Figure 1. The metal 4 layer.
Drawn at 3 px/micron. Supply wires on this layer in grey.
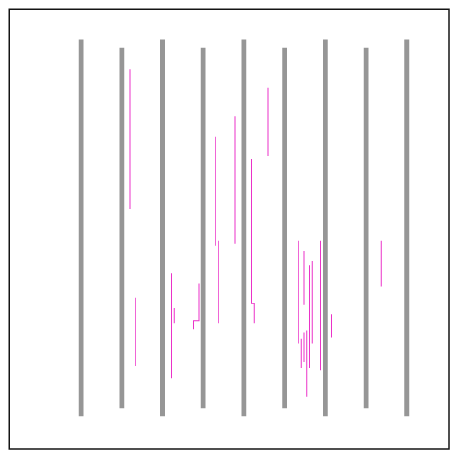
Figure 2. Sequential cells coloured by netlist name.
Drawn at 3 px/micron. Other sequential cells in the stronger grey, the rest of the logic in the fainter grey.
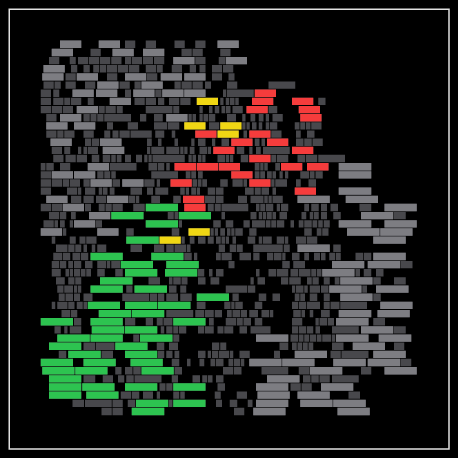
### config.mk
export PLATFORM = sky130hd
export DESIGN_NAME = seg7_decode_monitor_flat
export DESIGN_NICKNAME = d
export VERILOG_FILES = /design/src/rtl/seg7_pkg.sv /design/src/rtl/seg7_decode_monitor_if.sv /design/src/rtl/seg7_pattern_decode.sv /design/src/rtl/seg7_decode_monitor.sv /design/src/flat_wrapper.sv
export SDC_FILE = /design/constraint.sdc
export NUM_CORES = 1
export LEC_CHECK = 0
export CAP_MARGIN = 25
export CORE_MARGIN = 10
export CORE_UTILIZATION = 50
export DETAILED_ROUTE_END_ITERATION = 7
export PLACE_DENSITY_LB_ADDON = 0.3
export SYNTH_ARGS = -nofsm -noshare
export SYNTH_HDL_FRONTEND = slang
export SYNTH_HIERARCHICAL = 1
export SYNTH_SLANG_ARGS = --single-unit
### constraint.sdc
create_clock -name clk -period 5.59 [get_ports clk]
set_clock_uncertainty 0.05 [all_clocks]
set_input_delay 1.3975 -clock clk [delete_from_list [all_inputs] [get_ports clk]]
set_output_delay 1.3975 -clock clk [all_outputs]
set_load 0.05 [all_outputs]
### src/rtl/seg7_pkg.sv
// Shared seven-segment definitions for the HEX display encoder and the
// receive-side decode monitor.
//   SEG_CODE   : active-low g..a pattern for each hex digit 0..F
//   SEG_BLANK  : all segments off
//   ev_t       : payload of one decoded display event
//   seg_encode : hex digit to active-low pattern (used by the encoder)
package seg7_pkg;

  localparam logic [6:0] SEG_CODE [16] = '{
    7'b1000000, 7'b1111001, 7'b0100100, 7'b0110000,
    7'b0011001, 7'b0010010, 7'b0000010, 7'b1111000,
    7'b0000000, 7'b0011000, 7'b0001000, 7'b0000011,
    7'b1000110, 7'b0100001, 7'b0000110, 7'b0001110
  };

  localparam logic [6:0] SEG_BLANK = 7'b1111111;

  typedef struct packed {
    logic [3:0] val;
    logic       dot;
    logic       err;
  } ev_t;

  function automatic logic [6:0] seg_encode(input logic [3:0] val);
    return SEG_CODE[val];
  endfunction

endpackage

### src/rtl/seg7_decode_monitor_if.sv
// Decoded-event handshake between the segment monitor (master) and its
// consumer (slave).
//   ev_valid/ev_ready : valid/ready handshake, transfer when both high
//   ev_idx            : display index of the event
//   ev_val/ev_dot     : decoded hex value and dot (1 = lit)
//   ev_err            : pattern was not a legal hex code
interface seg7_decode_monitor_if #(
  parameter int IDX_W = 3
);
  logic             ev_valid;
  logic             ev_ready;
  logic [IDX_W-1:0] ev_idx;
  logic [3:0]       ev_val;
  logic             ev_dot;
  logic             ev_err;

  modport master (output ev_valid, ev_idx, ev_val, ev_dot, ev_err, input ev_ready);
  modport slave  (input ev_valid, ev_idx, ev_val, ev_dot, ev_err, output ev_ready);
endinterface

### src/rtl/seg7_pattern_decode.sv
// Combinational seven-segment pattern decoder.
//   pattern : active-low g..a segment pattern
//   val     : matching hex digit, 0 when no legal code matches
//   err     : 1 when the pattern is not one of the 16 legal codes
module seg7_pattern_decode
  import seg7_pkg::*;
(
  input  logic [6:0] pattern,
  output logic [3:0] val,
  output logic       err
);

  always_comb begin
    // NOTE: every output gets a default before the search so no latch is inferred.
    val = 4'd0;
    err = 1'b1;
    for (int i = 0; i < 16; i++) begin
      if (pattern == SEG_CODE[i]) begin
        val = i[3:0];
        err = 1'b0;
      end
    end
  end

endmodule

### src/rtl/seg7_decode_monitor.sv
// Receive-side monitor for the multiplexed, active-low HEX segment bus.
// Each display's pattern must be seen STABLE_CYCLES strobes in a row before
// it is accepted; every accepted change is decoded, mirrored into
// hex_word/dot_word and offered as an event on a 1-deep valid/ready slot.
//   clk, rst            : clock, synchronous active-high reset
//   seg_in, dig_sel     : sampled segment bus and display index
//   seg_strobe          : qualifies seg_in/dig_sel
//   ev_if (master)      : decoded-event handshake
//   hex_word, dot_word  : last committed value/dot per display
//   err_sticky          : an illegal pattern was committed since reset
//   ovf_sticky          : an event was dropped since reset
module seg7_decode_monitor
  import seg7_pkg::*;
#(
  parameter  int NUM_DIGITS    = 6,
  parameter  int STABLE_CYCLES = 4,
  localparam int IDX_W         = (NUM_DIGITS > 1) ? $clog2(NUM_DIGITS) : 1
) (
  input  logic                    clk,
  input  logic                    rst,
  input  logic [7:0]              seg_in,
  input  logic [IDX_W-1:0]        dig_sel,
  input  logic                    seg_strobe,
  seg7_decode_monitor_if.master   ev_if,
  output logic [4*NUM_DIGITS-1:0] hex_word,
  output logic [NUM_DIGITS-1:0]   dot_word,
  output logic                    err_sticky,
  output logic                    ovf_sticky
);

  localparam logic [3:0] CNT_MAX = 4'(STABLE_CYCLES);

  logic [7:0]              last_q [NUM_DIGITS];
  logic [7:0]              last_d [NUM_DIGITS];
  logic [7:0]              com_q  [NUM_DIGITS];
  logic [7:0]              com_d  [NUM_DIGITS];
  logic [3:0]              cnt_q  [NUM_DIGITS];
  logic [3:0]              cnt_d  [NUM_DIGITS];
  logic [NUM_DIGITS-1:0]   comv_q, comv_d;
  logic                    ev_valid_q, ev_valid_d;
  logic [IDX_W-1:0]        ev_idx_q, ev_idx_d;
  ev_t                     ev_q, ev_d;
  logic [4*NUM_DIGITS-1:0] hex_q, hex_d;
  logic [NUM_DIGITS-1:0]   dot_q, dot_d;
  logic                    err_q, err_d, ovf_q, ovf_d;

  logic                    sel_ok, same, commit, drain;
  logic [IDX_W-1:0]        idx;
  logic [3:0]              dec_val;
  logic                    dec_err;

  // Only the committing sample needs decoding, and that is always seg_in.
  seg7_pattern_decode u_dec (
    .pattern (seg_in[6:0]),
    .val     (dec_val),
    .err     (dec_err)
  );

  always_comb begin
    last_d     = last_q;
    com_d      = com_q;
    cnt_d      = cnt_q;
    comv_d     = comv_q;
    ev_valid_d = ev_valid_q;
    ev_idx_d   = ev_idx_q;
    ev_d       = ev_q;
    hex_d      = hex_q;
    dot_d      = dot_q;
    err_d      = err_q;
    ovf_d      = ovf_q;

    sel_ok = seg_strobe && (int'(dig_sel) < NUM_DIGITS);
    // Keep array reads in range when dig_sel points past the last display.
    idx    = sel_ok ? dig_sel : '0;
    same   = (seg_in == last_q[idx]);
    commit = 1'b0;

    if (sel_ok) begin
      if (same) begin
        cnt_d[idx] = (cnt_q[idx] == CNT_MAX) ? CNT_MAX : cnt_q[idx] + 4'd1;
      end else begin
        last_d[idx] = seg_in;
        cnt_d[idx]  = 4'd1;
      end
      // Commit only on the transition into saturation, so a held pattern
      // fires once and a pattern equal to the committed one never re-fires.
      commit = same && (cnt_q[idx] == CNT_MAX - 4'd1) &&
               (!comv_q[idx] || (com_q[idx] != seg_in));
    end

    if (commit) begin
      com_d[idx]              = seg_in;
      comv_d[idx]             = 1'b1;
      hex_d[4*int'(idx) +: 4] = dec_val;
      dot_d[idx]              = ~seg_in[7];
      err_d                   = err_q | dec_err;
    end

    drain = ev_valid_q && ev_if.ev_ready;
    if (drain) ev_valid_d = 1'b0;

    if (commit) begin
      if (!ev_valid_q || drain) begin
        ev_valid_d = 1'b1;
        ev_idx_d   = idx;
        ev_d       = '{val: dec_val, dot: ~seg_in[7], err: dec_err};
      end else begin
        ovf_d = 1'b1;
      end
    end
  end

  always_ff @(posedge clk) begin
    if (rst) begin
      for (int i = 0; i < NUM_DIGITS; i++) cnt_q[i] <= 4'd0;
      comv_q     <= '0;
      ev_valid_q <= 1'b0;
      ev_idx_q   <= '0;
      ev_q       <= '0;
      hex_q      <= '0;
      dot_q      <= '0;
      err_q      <= 1'b0;
      ovf_q      <= 1'b0;
    end else begin
      // NOTE: non-blocking assignments keep every flop sampling pre-edge values.
      cnt_q      <= cnt_d;
      comv_q     <= comv_d;
      ev_valid_q <= ev_valid_d;
      ev_idx_q   <= ev_idx_d;
      ev_q       <= ev_d;
      hex_q      <= hex_d;
      dot_q      <= dot_d;
      err_q      <= err_d;
      ovf_q      <= ovf_d;
    end
  end

  // NOTE: sample and committed-pattern storage has no reset; zeroed counts
  // and committed-valid bits make stale contents irrelevant.
  always_ff @(posedge clk) begin
    last_q <= last_d;
    com_q  <= com_d;
  end

  assign ev_if.ev_valid = ev_valid_q;
  assign ev_if.ev_idx   = ev_idx_q;
  assign ev_if.ev_val   = ev_q.val;
  assign ev_if.ev_dot   = ev_q.dot;
  assign ev_if.ev_err   = ev_q.err;
  assign hex_word       = hex_q;
  assign dot_word       = dot_q;
  assign err_sticky     = err_q;
  assign ovf_sticky     = ovf_q;

endmodule

### src/flat_wrapper.sv
// flat-port wrapper written by rule: the top's interface ports become plain ports
module seg7_decode_monitor_flat import seg7_pkg::*;
#(
  parameter  int NUM_DIGITS    = 6,
  parameter  int STABLE_CYCLES = 4,
  localparam int IDX_W         = (NUM_DIGITS > 1) ? $clog2(NUM_DIGITS) : 1
)
  (clk, rst, seg_in, dig_sel, seg_strobe, hex_word, dot_word, err_sticky, ovf_sticky, ev_if_ev_valid, ev_if_ev_idx, ev_if_ev_val, ev_if_ev_dot, ev_if_ev_err, ev_if_ev_ready);
  seg7_decode_monitor_if #(.IDX_W((3))) ev_if_i ();
  input  logic clk;
  input  logic rst;
  input  logic [7:0] seg_in;
  input  logic [IDX_W-1:0] dig_sel;
  input  logic seg_strobe;
  output logic [4*NUM_DIGITS-1:0] hex_word;
  output logic [NUM_DIGITS-1:0] dot_word;
  output logic err_sticky;
  output logic ovf_sticky;
  output wire logic [$bits(ev_if_i.ev_valid)-1:0] ev_if_ev_valid;
  output wire logic [$bits(ev_if_i.ev_idx)-1:0] ev_if_ev_idx;
  output wire logic [$bits(ev_if_i.ev_val)-1:0] ev_if_ev_val;
  output wire logic [$bits(ev_if_i.ev_dot)-1:0] ev_if_ev_dot;
  output wire logic [$bits(ev_if_i.ev_err)-1:0] ev_if_ev_err;
  input wire logic [$bits(ev_if_i.ev_ready)-1:0] ev_if_ev_ready;
  assign ev_if_ev_valid = ev_if_i.ev_valid;
  assign ev_if_ev_idx = ev_if_i.ev_idx;
  assign ev_if_ev_val = ev_if_i.ev_val;
  assign ev_if_ev_dot = ev_if_i.ev_dot;
  assign ev_if_ev_err = ev_if_i.ev_err;
  assign ev_if_i.ev_ready = ev_if_ev_ready;
  seg7_decode_monitor #(.NUM_DIGITS(NUM_DIGITS), .STABLE_CYCLES(STABLE_CYCLES)) u_core (.clk(clk), .rst(rst), .seg_in(seg_in), .dig_sel(dig_sel), .seg_strobe(seg_strobe), .ev_if(ev_if_i), .hex_word(hex_word), .dot_word(dot_word), .err_sticky(err_sticky), .ovf_sticky(ovf_sticky));
endmodule
==> results.txt <==
impl run done, here's what came out: status=finished clean, relative slew slack=around a third, Initial DRC Count=567, Tap Cells=216, leak pwr=0.00350 uW, clock buf count=18, dominant logic cell types in the final layout=edfxtp_1 (96), dfxtp_1 (72), clkdlybuf4s50_1 (54), mux2i_1 (54), nor2_1 (52), Leading cell kind=sequential cells, Core Region=about 0.016 sq mm, CP endpoint=u_core/ev_if.ev_idx[2]$_SDFFE_PP0P_, most numerous logic cell after layout=edfxtp_1, filler cell count=1251, pwr dens=288 mW/mm^2, Compound Share, Synth=12.2%, Resized cells post-CTS=0, Hold EP=u_core/cnt_q[1]$_SDFFE_PP0P_, yosys adder share=0.945%, Register-to-Register Setup Slack=2.04 ns, critical path's largest stage delay=roughly 0.85 ns, worst min-delay path category=reg -> reg, Final Setup Violations=0, source of the critical timing path=seg_strobe, FFs & Latches=168, antenna violations before repair=0, cell area after synthesis=0.00795 sq mm
## Picture notes: Figure 1
nets with wire on the layer	17
main direction	vertical
longest straight run	47.9 microns
share of all routed wire	2.5%
total number of vias: 6102
total routed wirelength: 21.1 mm

## Picture notes: Figure 2
name in the netlist	colour	flops
u_core/com_q	green	48
u_core/cnt_q	red	24
u_core/comv_q	yellow	6
Register Area: 0.00432 sq mm
sequential power: 1320 uW
sequential share of cell area: 45.6%
Final Util: 60.4%

[layer usage]
layer | track usage (%) | part of all wire, % | vias to the layer above
met4 | 7.36 | 2.5 | 0
li1 | - | - | 2817
met2 | 31.0 | 47 | 290
met5 | 0 | 0 | -
met3 | 5.69 | 7.5 | 47
met1 | 24.8 | 43 | 2948
[Yosys cell counts, drive strengths merged, types with 10 or more instances]
cell type / n
nor2b: 15
a21oi: 43
clkbuf: 17
buf: 29
mux2i: 54
o22ai: 21
o21ai: 14
a211oi: 15
nor3: 10
nor2: 52
edfxtp: 96
dfxtp: 72
nand3: 16
nand2: 48
nand3b: 19
inv: 12
mux2: 22
nand2b: 46
[power by group]
part	internal [uW]	switching, uW
logic	87.5	141
registers	1320	4.52
clock network	675	513
Power figures rest on the tool's default switching activity, not on a simulated workload.
